$ cat src/rtl/alu_seq.sv
// Sequential RV32 ALU with a valid/ready handshake and iterative one-bit-per-cycle shifter.
// Define ALU_SEQ_FAST_SHIFT_EN to replace the iterative shifter with a single-cycle barrel shifter.
module alu_seq #(
    parameter int REG_DATA_WIDTH = 32
) (
    input  logic                      clk,
    input  logic                      reset,
    input  logic                      in_valid,
    output logic                      in_ready,
    input  logic [3:0]                alu_ctrl,
    input  logic [REG_DATA_WIDTH-1:0] a,
    input  logic [REG_DATA_WIDTH-1:0] b,
    output logic                      out_valid,
    input  logic                      out_ready,
    output logic [REG_DATA_WIDTH-1:0] result,
    output logic                      zero
);
    localparam int W = REG_DATA_WIDTH;

    localparam logic [3:0] OP_ADD  = 4'b0000;
    localparam logic [3:0] OP_SUB  = 4'b1000;
    localparam logic [3:0] OP_SLL  = 4'b0001;
    localparam logic [3:0] OP_SLT  = 4'b0010;
    localparam logic [3:0] OP_SLTU = 4'b0011;
    localparam logic [3:0] OP_XOR  = 4'b0100;
    localparam logic [3:0] OP_SRL  = 4'b0101;
    localparam logic [3:0] OP_SRA  = 4'b1101;
    localparam logic [3:0] OP_OR   = 4'b0110;
    localparam logic [3:0] OP_AND  = 4'b0111;

    typedef enum logic [1:0] {
        IDLE  = 2'd0,
        SHIFT = 2'd1,
        DONE  = 2'd2
    } state_t;

    state_t         state_q, state_d;
    logic [W-1:0]   acc_q, acc_d;
    logic [4:0]     cnt_q, cnt_d;
    logic           left_q, left_d;
    logic           arith_q, arith_d;

    logic [4:0]     sh;
    logic           is_shift;
    logic           go_shift;
    logic [W-1:0]   sll_res, srl_res, sra_res;
    logic [W-1:0]   alu_res;
    logic [W-1:0]   step;

    assign sh       = b[4:0];
    assign is_shift = (alu_ctrl == OP_SLL) || (alu_ctrl == OP_SRL) ||
                      (alu_ctrl == OP_SRA);

`ifdef ALU_SEQ_FAST_SHIFT_EN
    assign sll_res  = a << sh;
    assign srl_res  = a >> sh;
    assign sra_res  = $signed(a) >>> sh;
    assign go_shift = 1'b0;
`else
    // Only a zero-distance shift completes in one cycle here, yielding a.
    assign sll_res  = a;
    assign srl_res  = a;
    assign sra_res  = a;
    assign go_shift = is_shift && (sh != 5'd0);
`endif

    always_comb begin
        alu_res = '0;
        case (alu_ctrl)
            OP_ADD:  alu_res = a + b;
            OP_SUB:  alu_res = a - b;
            OP_SLL:  alu_res = sll_res;
            OP_SLT:  alu_res = {{(W-1){1'b0}}, ($signed(a) < $signed(b))};
            OP_SLTU: alu_res = {{(W-1){1'b0}}, (a < b)};
            OP_XOR:  alu_res = a ^ b;
            OP_SRL:  alu_res = srl_res;
            OP_SRA:  alu_res = sra_res;
            OP_OR:   alu_res = a | b;
            OP_AND:  alu_res = a & b;
            default: alu_res = '0;
        endcase
    end

    always_comb begin
        step = acc_q >> 1;
        if (left_q) begin
            step = acc_q << 1;
        end else if (arith_q) begin
            step = {acc_q[W-1], acc_q[W-1:1]};
        end
    end

    // State register
    always_ff @(posedge clk or posedge reset) begin
        if (reset) begin
            state_q <= IDLE;
        end else begin
            state_q <= state_d;
        end
    end

    // Next-state logic
    always_comb begin
        state_d = state_q;
        unique case (state_q)
            IDLE:    if (in_valid) state_d = go_shift ? SHIFT : DONE;
            SHIFT:   if (cnt_q == 5'd1) state_d = DONE;
            DONE:    if (out_ready) state_d = IDLE;
            default: state_d = IDLE;
        endcase
    end

    // Outputs
    always_comb begin
        in_ready  = (state_q == IDLE);
        out_valid = (state_q == DONE);
    end

    always_comb begin
        acc_d   = acc_q;
        cnt_d   = cnt_q;
        left_d  = left_q;
        arith_d = arith_q;
        if ((state_q == IDLE) && in_valid) begin
            acc_d   = go_shift ? a : alu_res;
            cnt_d   = go_shift ? sh : 5'd0;
            left_d  = (alu_ctrl == OP_SLL);
            arith_d = (alu_ctrl == OP_SRA);
        end else if (state_q == SHIFT) begin
            acc_d = step;
            cnt_d = cnt_q - 5'd1;
        end
    end

    always_ff @(posedge clk or posedge reset) begin
        if (reset) begin
            acc_q   <= '0;
            cnt_q   <= 5'd0;
            left_q  <= 1'b0;
            arith_q <= 1'b0;
        end else begin
            acc_q   <= acc_d;
            cnt_q   <= cnt_d;
            left_q  <= left_d;
            arith_q <= arith_d;
        end
    end

    assign result = acc_q;
    assign zero   = (acc_q == '0);

endmodule

$ cat config.mk
export PLATFORM = sky130hd
export DESIGN_NAME = alu_seq
export DESIGN_NICKNAME = d
export VERILOG_FILES = /design/src/rtl/alu_seq.sv
export SDC_FILE = /design/constraint.sdc
export NUM_CORES = 1
export LEC_CHECK = 0
export CAP_MARGIN = 20
export CORE_ASPECT_RATIO = 1.5
export CORE_UTILIZATION = 35
export DETAILED_ROUTE_END_ITERATION = 7
export GPL_ROUTABILITY_DRIVEN = 0
export GPL_TIMING_DRIVEN = 1
export SLEW_MARGIN = 40
export SYNTH_ARGS = -nofsm -noshare
export SYNTH_HDL_FRONTEND = slang
export SYNTH_SLANG_ARGS = --single-unit
$ cat constraint.sdc
create_clock -name clk -period 6.8 [get_ports clk]
set_clock_uncertainty 0.05 [all_clocks]
set_input_delay 1.36 -clock clk [delete_from_list [all_inputs] [get_ports clk]]
set_output_delay 1.36 -clock clk [all_outputs]
set_load 0.02 [all_outputs]
**Run 1: the metal 1 layer**

The bar under the picture is 20 µm long.
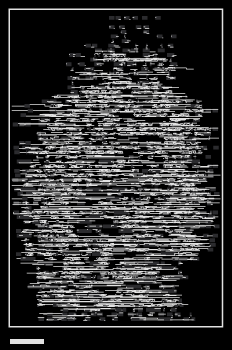
The longest straight run is 57.0 µm. The layer carries 12100 µm of wire. The wires run mostly horizontal.

**Run 1: the metal 2 layer**

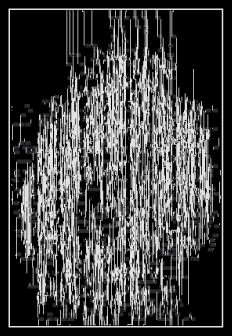
The longest straight run is 67.1 µm. The layer carries 15500 µm of wire.

**Run 1: M3 wires**

The bar under the picture is 20 µm long.
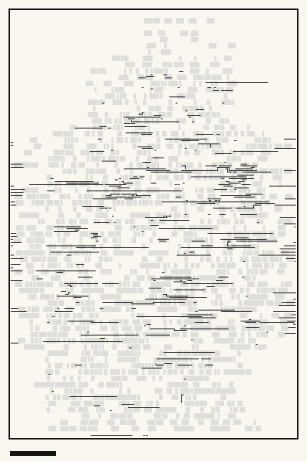
199 nets have wire on it. The layer carries 2020 µm of wire. The longest straight run is 46.0 µm.

-- run 1: per-layer routing --
metal	vias up	part of all wire [%]	GRT usage, %
li1	4170	-	-
met4	0	8.1	20.3
met1	4282	38	30.2
met5	-	0	0
met2	473	48	47.4
met3	137	6.3	2.41
-- run 1: area by class of cell --
cell class                      instances  area (µm²)  share of cell area [%]
Inverter                              107         402                    4.31
Multi-Input combinational cell        874        6160                    66.1
Timing Repair Buffer                  129        1240                    13.3
Clock buffer                            7         143                    1.53
Clock inverter                          1        7.51                  0.0806
Tap cell                              272         340                    3.65
Sequential cell                        41        1030                    11.0
-- run 1: cell usage in the layout, fill, tap and decap left out, drive strengths merged, types with 5 or more instances in the layout --
cell type      count
inv              105
xor2               5
nor2b             10
a221o              7
o221ai            10
o21a               6
nand2             61
nand3             22
ha               105
o21bai            12
or3                8
nor4              16
o211ai            20
or4                5
nor2              95
a22oi             20
dfrtp             41
a21o               9
clkbuf             7
a21oi            128
nand4              8
clkdlybuf4s50    106
a211oi            19
o21ai             88
o31ai             11
a31oi             17
a2111oi           10
buf               23
a221oi            14
a222oi             9
mux2i             33
and2               5
xnor2             21
nor3              27
-- run 1: worst max-delay path: cells and delay by family --
family,cells,cell delay [ns]
compound gates,5,1.95
simple gates,3,0.80
buf+inv,2,0.74
fa+ha+maj,1,0.33
xor+xnor,1,0.09
-- run 1: power breakdown --
group / switching, µW / total (µW) / internal (µW) / leakage [µW]
registers: 175 / 526 / 351 / 0.000515
clock network: 111 / 258 / 147 / 0.0000701
logic: 805 / 1360 / 560 / 0.00329
total: 1090 / 2150 / 1060 / 0.00387
-- run 1: sequential cells by signal (all words and copies together), names as in the netlist --
name,count
left_q,1
state_q,2
cnt_q,5
arith_q,1
result,32
==> results_dict.tcl, run 1 <==
# yosys + openroad results
set metrics [dict create \
    diodes 0 \
    syn_avg_cell_area_um2 7.17 \
    post_drt_wl_per_cell_um 22.5 \
    drt_first_iter_violations 879 \
    drt_drc_violations_left 0 \
    antenna_found_initial 0 \
    hold_depth 1 \
    grt.overflow.total 0 \
    crit_path_start "b[1]" \
    routed_wl_um 32200 \
    grt_pass1_vias 8669 \
    portBuffers 106 \
    hp-start "cnt_q[4]$_DFFE_PP0P_" \
    critical_path_class "in -> reg" \
    top_area_share_pct 16.7 \
    slowest_stage "clkdlybuf4s50_1" \
    antenna_left 0 \
    clock-root-buffer "clkbuf_16" \
    cts_tree "done" \
    common_cells "a21oi_1, inv_1, ha_1" \
    synthMuxAreaShare_pct 4.35 \
    crit_chain "clkdlybuf4s50_1 > inv_1 > ha_1 > o21ba_1 > or4_4 > a2111oi_4 > nor2_1 > o31ai_2 > nand3_1 > a221oi_2 > xnor2_1 > o311ai_1" \
    arrival_ns 5.28 \
    leakage_uw 0.00387 \
    outcome "completed" \
    ys_sh_simple_pct 16.9 \
    vdd_drop_max_v 0.000156 \
    grt_max_degree 46 \
    fin_crit_sh_pct 76.7 \
    finalHoldViolCount 0 \
    placed_area_um2 9160 \
    io_pins 107 \
    ff_type "dfrtp_1" \
    whs_ns 0.437 \
    post_cts_buffers 0 \
    hold_buffers 0 \
    post-route-min-period_ns 5.21 \
    die_width_um 124 \
    die_height_um 186 \
    yosysWarnings 0 \
    max_freq_mhz 192 \
    worst-path-max-fanout 5 \
    ys_top_logic_family "AND-OR/OR-AND gates" \
    timing.slew.headroom_pct 42.4 \
    report.power.total_uw 2150 \
    power_density_nw_per_um2 231 \
    xor_share_pct 2.90 \
    async_reset_ff_share_pct 100 \
    drive_above_1_share_pct 4.92 \
    die_area_um2 23100 \
    grt_usage_pct 26.9 \
    ys_cells 1096 \
    r2r_cells 9 \
    holdPathEnd "cnt_q[4]$_DFFE_PP0P_" \
    hold_class "reg -> reg" \
    crit_path_start_kind "input pin" \
    ys_seq_share_pct 13.1 \
    edf_count 0 \
    topCellsByArea "ha_1, dfrtp_1, a21oi_1" \
    n_fill_cell 2277 \
    fp.coreArea_um2 21900 \
]
==> run 2: changes to the inputs <==
==> constraint.sdc (replaced) <==
create_clock -name clk -period 4.95 [get_ports clk]
set_clock_uncertainty 0.05 [all_clocks]
set_input_delay 0.99 -clock clk [delete_from_list [all_inputs] [get_ports clk]]
set_output_delay 0.99 -clock clk [all_outputs]
set_load 0.02 [all_outputs]
==> run 2 against run 1 <==
Compared with the run above:
- final cell count up 2.1%
- clock-buffer cell count down 2
- clock power up about 80%
- critical path depth up 1
- flip-flop count unchanged
- register-to-register slack worse by 1.8 ns
- non-clock buffer count up 30
- worst setup slack worse by 1.3 ns
- critical endpoint is now result[31]$_DFFE_PP0P_
==> results_dict.tcl, run 2 <==
# yosys + openroad results
set metrics [dict create \
    max_freq_mhz 216 \
    antenna_found_initial 0 \
    die_width_um 124 \
    report.power.total_uw 3100 \
    vdd_drop_max_v 0.000261 \
    outcome "completed" \
    hold_depth 1 \
    fp.coreArea_um2 21900 \
    cts_tree "done" \
    grt.overflow.total 0 \
    combGateArea_um2 6160 \
    slowest_stage "a2111oi_0" \
    placed_area_um2 9380 \
    yosysWarnings 0 \
    arrival_ns 4.81 \
    whs_ns 0.433 \
    crit_chain "clkdlybuf4s50_1 > inv_1 > ha_1 > nand2_1 > or3b_1 > a21oi_1 > o211a_1 > o211ai_1 > a2111oi_0 > buf_4 > or3_1 > nand3_1 > a21oi_1" \
    crit_path_start_kind "input pin" \
    grt_pass1_vias 9023 \
    clock-root-buffer "clkbuf_16" \
    critical_path_class "in -> reg" \
    worst-path-max-fanout 9 \
    portBuffers 106 \
    die_height_um 186 \
    diodes 0 \
    hold_buffers 0 \
    top_area_share_pct 16.7 \
    io_pins 107 \
    grt_max_degree 42 \
    post-route-min-period_ns 4.62 \
    fin_crit_sh_pct 93.4 \
    finalHoldViolCount 0 \
    wl_met3_um 1870 \
    n_fill_cell 2264 \
    edf_count 0 \
    drt_drc_violations_left 0 \
    post_cts_buffers 0 \
    topCellsByArea "ha_1, dfrtp_1, a21oi_1" \
    timing.slew.headroom_pct 46.4 \
    grt_usage_pct 27.6 \
    wl_met2_um 16100 \
    m1WireLength_um 12200 \
    drive_above_1_share_pct 7.49 \
    common_cells "a21oi_1, inv_1, ha_1" \
    post_drt_wl_per_cell_um 22.5 \
]
-- run 2: cell counts after synthesis --
Identical to the previous run, type by type.
-- run 2: logic make-up (layout without fill, tap and decap cells) --
group,Yosys count,in the layout,share of synthesized area [%]
flops,41,41,13.1
fa+ha+maj,107,107,17.2
compound gates,429,429,36.8
buf+inv,181,274,8.84
xor+xnor,26,26,2.90
simple gates,278,278,16.9
mux,34,34,4.35
-- run 2: worst paths after layout --
path	to	slack, ns	from
hold reg to reg	cnt_q[4]$_DFFE_PP0P_	0.43	cnt_q[4]$_DFFE_PP0P_
setup reg to reg	result[14]$_DFFE_PP0P_	2.05	state_q[0]$_DFFE_PP0P_
max in group asynchronous	left_q$_DFFE_PP0P_	3.30	reset
hold / removal	cnt_q[4]$_DFFE_PP0P_	0.43	cnt_q[4]$_DFFE_PP0P_
min in group asynchronous	cnt_q[4]$_DFFE_PP0P_	1.10	reset
setup / recovery	result[31]$_DFFE_PP0P_	0.33	a[4]
-- run 2: metal layers --
layer	GRT usage [%]	vias to the layer above
met5	0	-
met4	23.1	0
met3	3.10	163
met2	48.9	482
met1	29.5	4360
li1	-	4219
-- run 2: power by group --
part           internal [µW]  leakage [µW]  switching [µW]
Clock                    292     0.0000944             173
Sequential               482      0.000515             271
Combinational            796       0.00343            1090
-- run 2: worst max-delay path, delay by kind of cell --
kind / cells / cell delay [ns]
buffers and inverters: 3 / 0.88
AND/OR/NAND/NOR: 4 / 0.77
AND-OR/OR-AND: 5 / 1.72
adder cells (fa/ha/maj): 1 / 0.44
-- run 2: layout make-up --
cell class / instances / area share (%)
clock inverters: 3 / 0.718
multi-input cells: 874 / 64.3
repair buffers: 159 / 15.2
well taps: 272 / 3.55
clock buffers: 5 / 1.31
flip-flops and latches: 41 / 10.7
inverters: 107 / 4.19
**Run 2: the metal 2 layer**

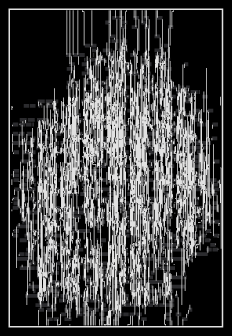
The layer holds 49% of the routed length. The wires run mostly vertical. The longest straight run is 62.7 µm. The layer carries 16100 µm of wire.

**Run 2: register map, names as in the netlist**

Other sequential cells in the stronger grey, the rest of the logic in the fainter grey.
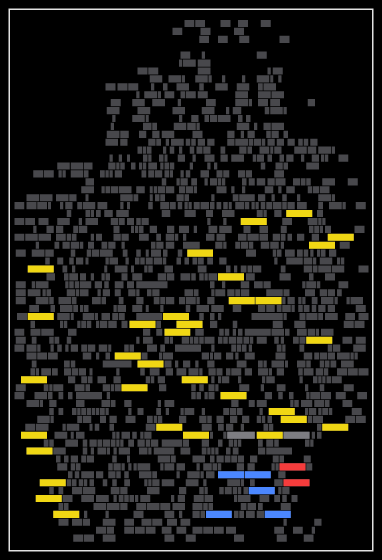
`cnt_q`: shown in blue, sequential cells 5. `state_q`: shown in red, sequential cells 2. `result`: shown in yellow, sequential cells 32.

**Run 2: M3 wires**

The bar under the picture is 20 µm long.
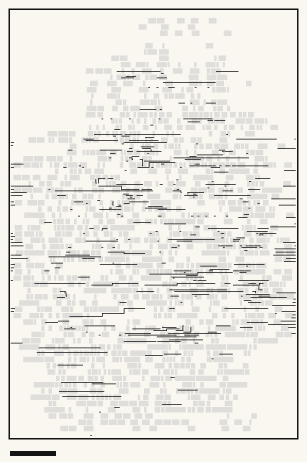
The layer carries 1870 µm of wire. The layer holds 5.7% of the routed length. The longest straight run is 42.3 µm. 208 nets have wire on it. The wires run mostly horizontal.

==> run 3: changes to the inputs <==
--- a/config.mk
+++ b/config.mk
@@ -6,11 +6,14 @@
 export NUM_CORES = 1
 export LEC_CHECK = 0
 export CAP_MARGIN = 20
+export CELL_PAD_IN_SITES_DETAIL_PLACEMENT = 0
+export CELL_PAD_IN_SITES_GLOBAL_PLACEMENT = 2
 export CORE_ASPECT_RATIO = 1.5
-export CORE_UTILIZATION = 35
+export CORE_UTILIZATION = 33
 export DETAILED_ROUTE_END_ITERATION = 7
 export GPL_ROUTABILITY_DRIVEN = 0
 export GPL_TIMING_DRIVEN = 1
+export PLACE_DENSITY_LB_ADDON = 0.1
 export SLEW_MARGIN = 40
 export SYNTH_ARGS = -nofsm -noshare
 export SYNTH_HDL_FRONTEND = slang
==> run 3 against run 2 <==
Compared with the run above:
- critical path depth increased by 1
- utilization decreased by 2.2 points
- wire length is 7.6% higher
- worst setup slack gained 0.21 ns
- via count shrank 3.7%
- clock-buffer cell count unchanged
- synthesized cell count unchanged
- non-clock buffer count increased by 2
- global-route usage grew 1.8 points
- sequential power shrank 2%
- power grew 0.35%
- critical endpoint is now result[0]$_DFFE_PP0P_
==> results_dict.tcl, run 3 <==
# yosys + openroad results
set metrics [dict create \
    grt_pass1_vias 9047 \
    largest_reg_flops 32 \
    cp_top_family "AND-OR/OR-AND gates" \
    outcome "completed" \
    whs_ns 0.436 \
    combGateArea_um2 6150 \
    seqPwrFrac_pct 23.8 \
    layout.cells.most_common "a21oi_1" \
    topCellsByArea "ha_1, dfrtp_1, a21oi_1" \
    diodes 0 \
    path_depth 14 \
    die_width_um 128 \
    n_fill_cell 2506 \
    r2r_cells 9 \
    arrival_ns 4.54 \
    power.switching_uw 1540 \
    pwr-share-clk_pct 15.0 \
    power_density_nw_per_um2 322 \
    fp.coreArea_um2 23200 \
    critPathBufInv 3 \
    report.power.total_uw 3110 \
    ff_type "dfrtp_1" \
    drt_drc_violations_left 0 \
    grt_max_degree 37 \
    combPwrFrac_pct 61.2 \
    worst-path-max-fanout 4 \
    regArea_um2 1030 \
    antenna_found_initial 0 \
    die_height_um 191 \
    yosysWarnings 0 \
    post-route-min-period_ns 4.41 \
    drt_first_iter_violations 559 \
    post_cts_buffers 0 \
    io_pins 107 \
    grt.overflow.total 0 \
]
==> run 3: per-layer routing <==
layer,GRT usage (%),vias up,share of wire (%)
li1,-,4239,-
met1,30.8,4308,37
met2,57.8,255,54
met3,2.52,85,3.4
met4,13.8,0,4.7
met5,0,-,0
==> run 3: kinds of logic after synthesis <==
kind of cell | count (synthesis) | share of synthesized area [%]
muxes | 34 | 4.35
AOI/OAI and AO/OA | 429 | 36.8
DFF | 41 | 13.1
buffers and inverters | 181 | 8.84
adders and majority gates | 107 | 17.2
and+or+nand+nor | 278 | 16.9
xor gates and xnor gates | 26 | 2.90
==> run 3: area by class of cell <==
class,instances,area share [%]
clock buffer,5,1.30
clock inverter,3,0.674
inverter,107,4.16
multi-input combinational,874,63.7
sequential,41,10.6
tap,315,4.08
timing repair buffer,161,15.4
==> run 3: power groups by stage <==
stage	logic, µW	clock network (µW)	registers, µW
detailed placement	1890	0	744
global placement	1900	0	747
CTS	1900	480	741
finish	1900	468	739
floorplan	1010	0	777
global route	2070	483	766
==> run 3: worst paths after layout <==
kind,startpoint,to,slack (ns)
setup / recovery,a[0],result[0]$_DFFE_PP0P_,0.54
hold / removal,cnt_q[4]$_DFFE_PP0P_,cnt_q[4]$_DFFE_PP0P_,0.44
setup reg to reg,state_q[0]$_DFFE_PP0P_,result[14]$_DFFE_PP0P_,2.32
hold reg to reg,cnt_q[4]$_DFFE_PP0P_,cnt_q[4]$_DFFE_PP0P_,0.44
max in group asynchronous,reset,left_q$_DFFE_PP0P_,3.10
min in group asynchronous,reset,cnt_q[2]$_DFFE_PP0P_,0.93
==> run 3: per-stage QoR <==
step,area (µm²),cells
finish,9650,1506
global route,9650,1506
CTS,9650,1506
detailed placement,9460,1498
global placement,9460,1498
floorplan,7860,1096
**Run 3: the metal 1 layer**

The bar under the picture is 50 µm long.
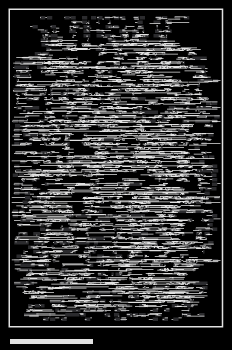
The wires run mostly horizontal. 1199 nets have wire on it. The longest straight run is 78.2 µm. The layer carries 13300 µm of wire.

**Run 3: M3 wires**

The bar under the picture is 50 µm long.
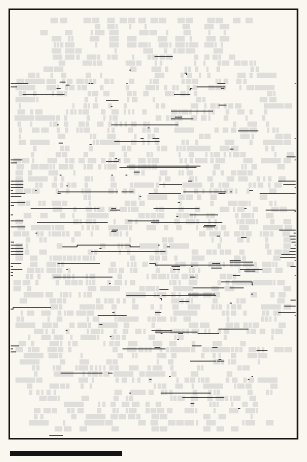
The longest straight run is 43.9 µm. The layer holds 3.4% of the routed length. 133 nets have wire on it.

**Run 3: register map, names as in the netlist**

Other sequential cells in the stronger grey, the rest of the logic in the fainter grey.
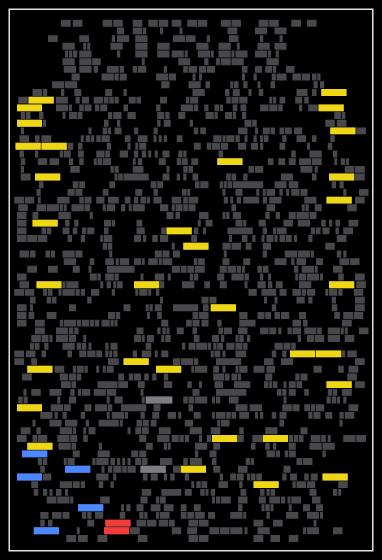
`cnt_q`: shown in blue, sequential cells 5, where south-west. `state_q`: shown in red, sequential cells 2. `result`: shown in yellow, sequential cells 32, where spread over the die.

Power is estimated from default activity; no workload was simulated.
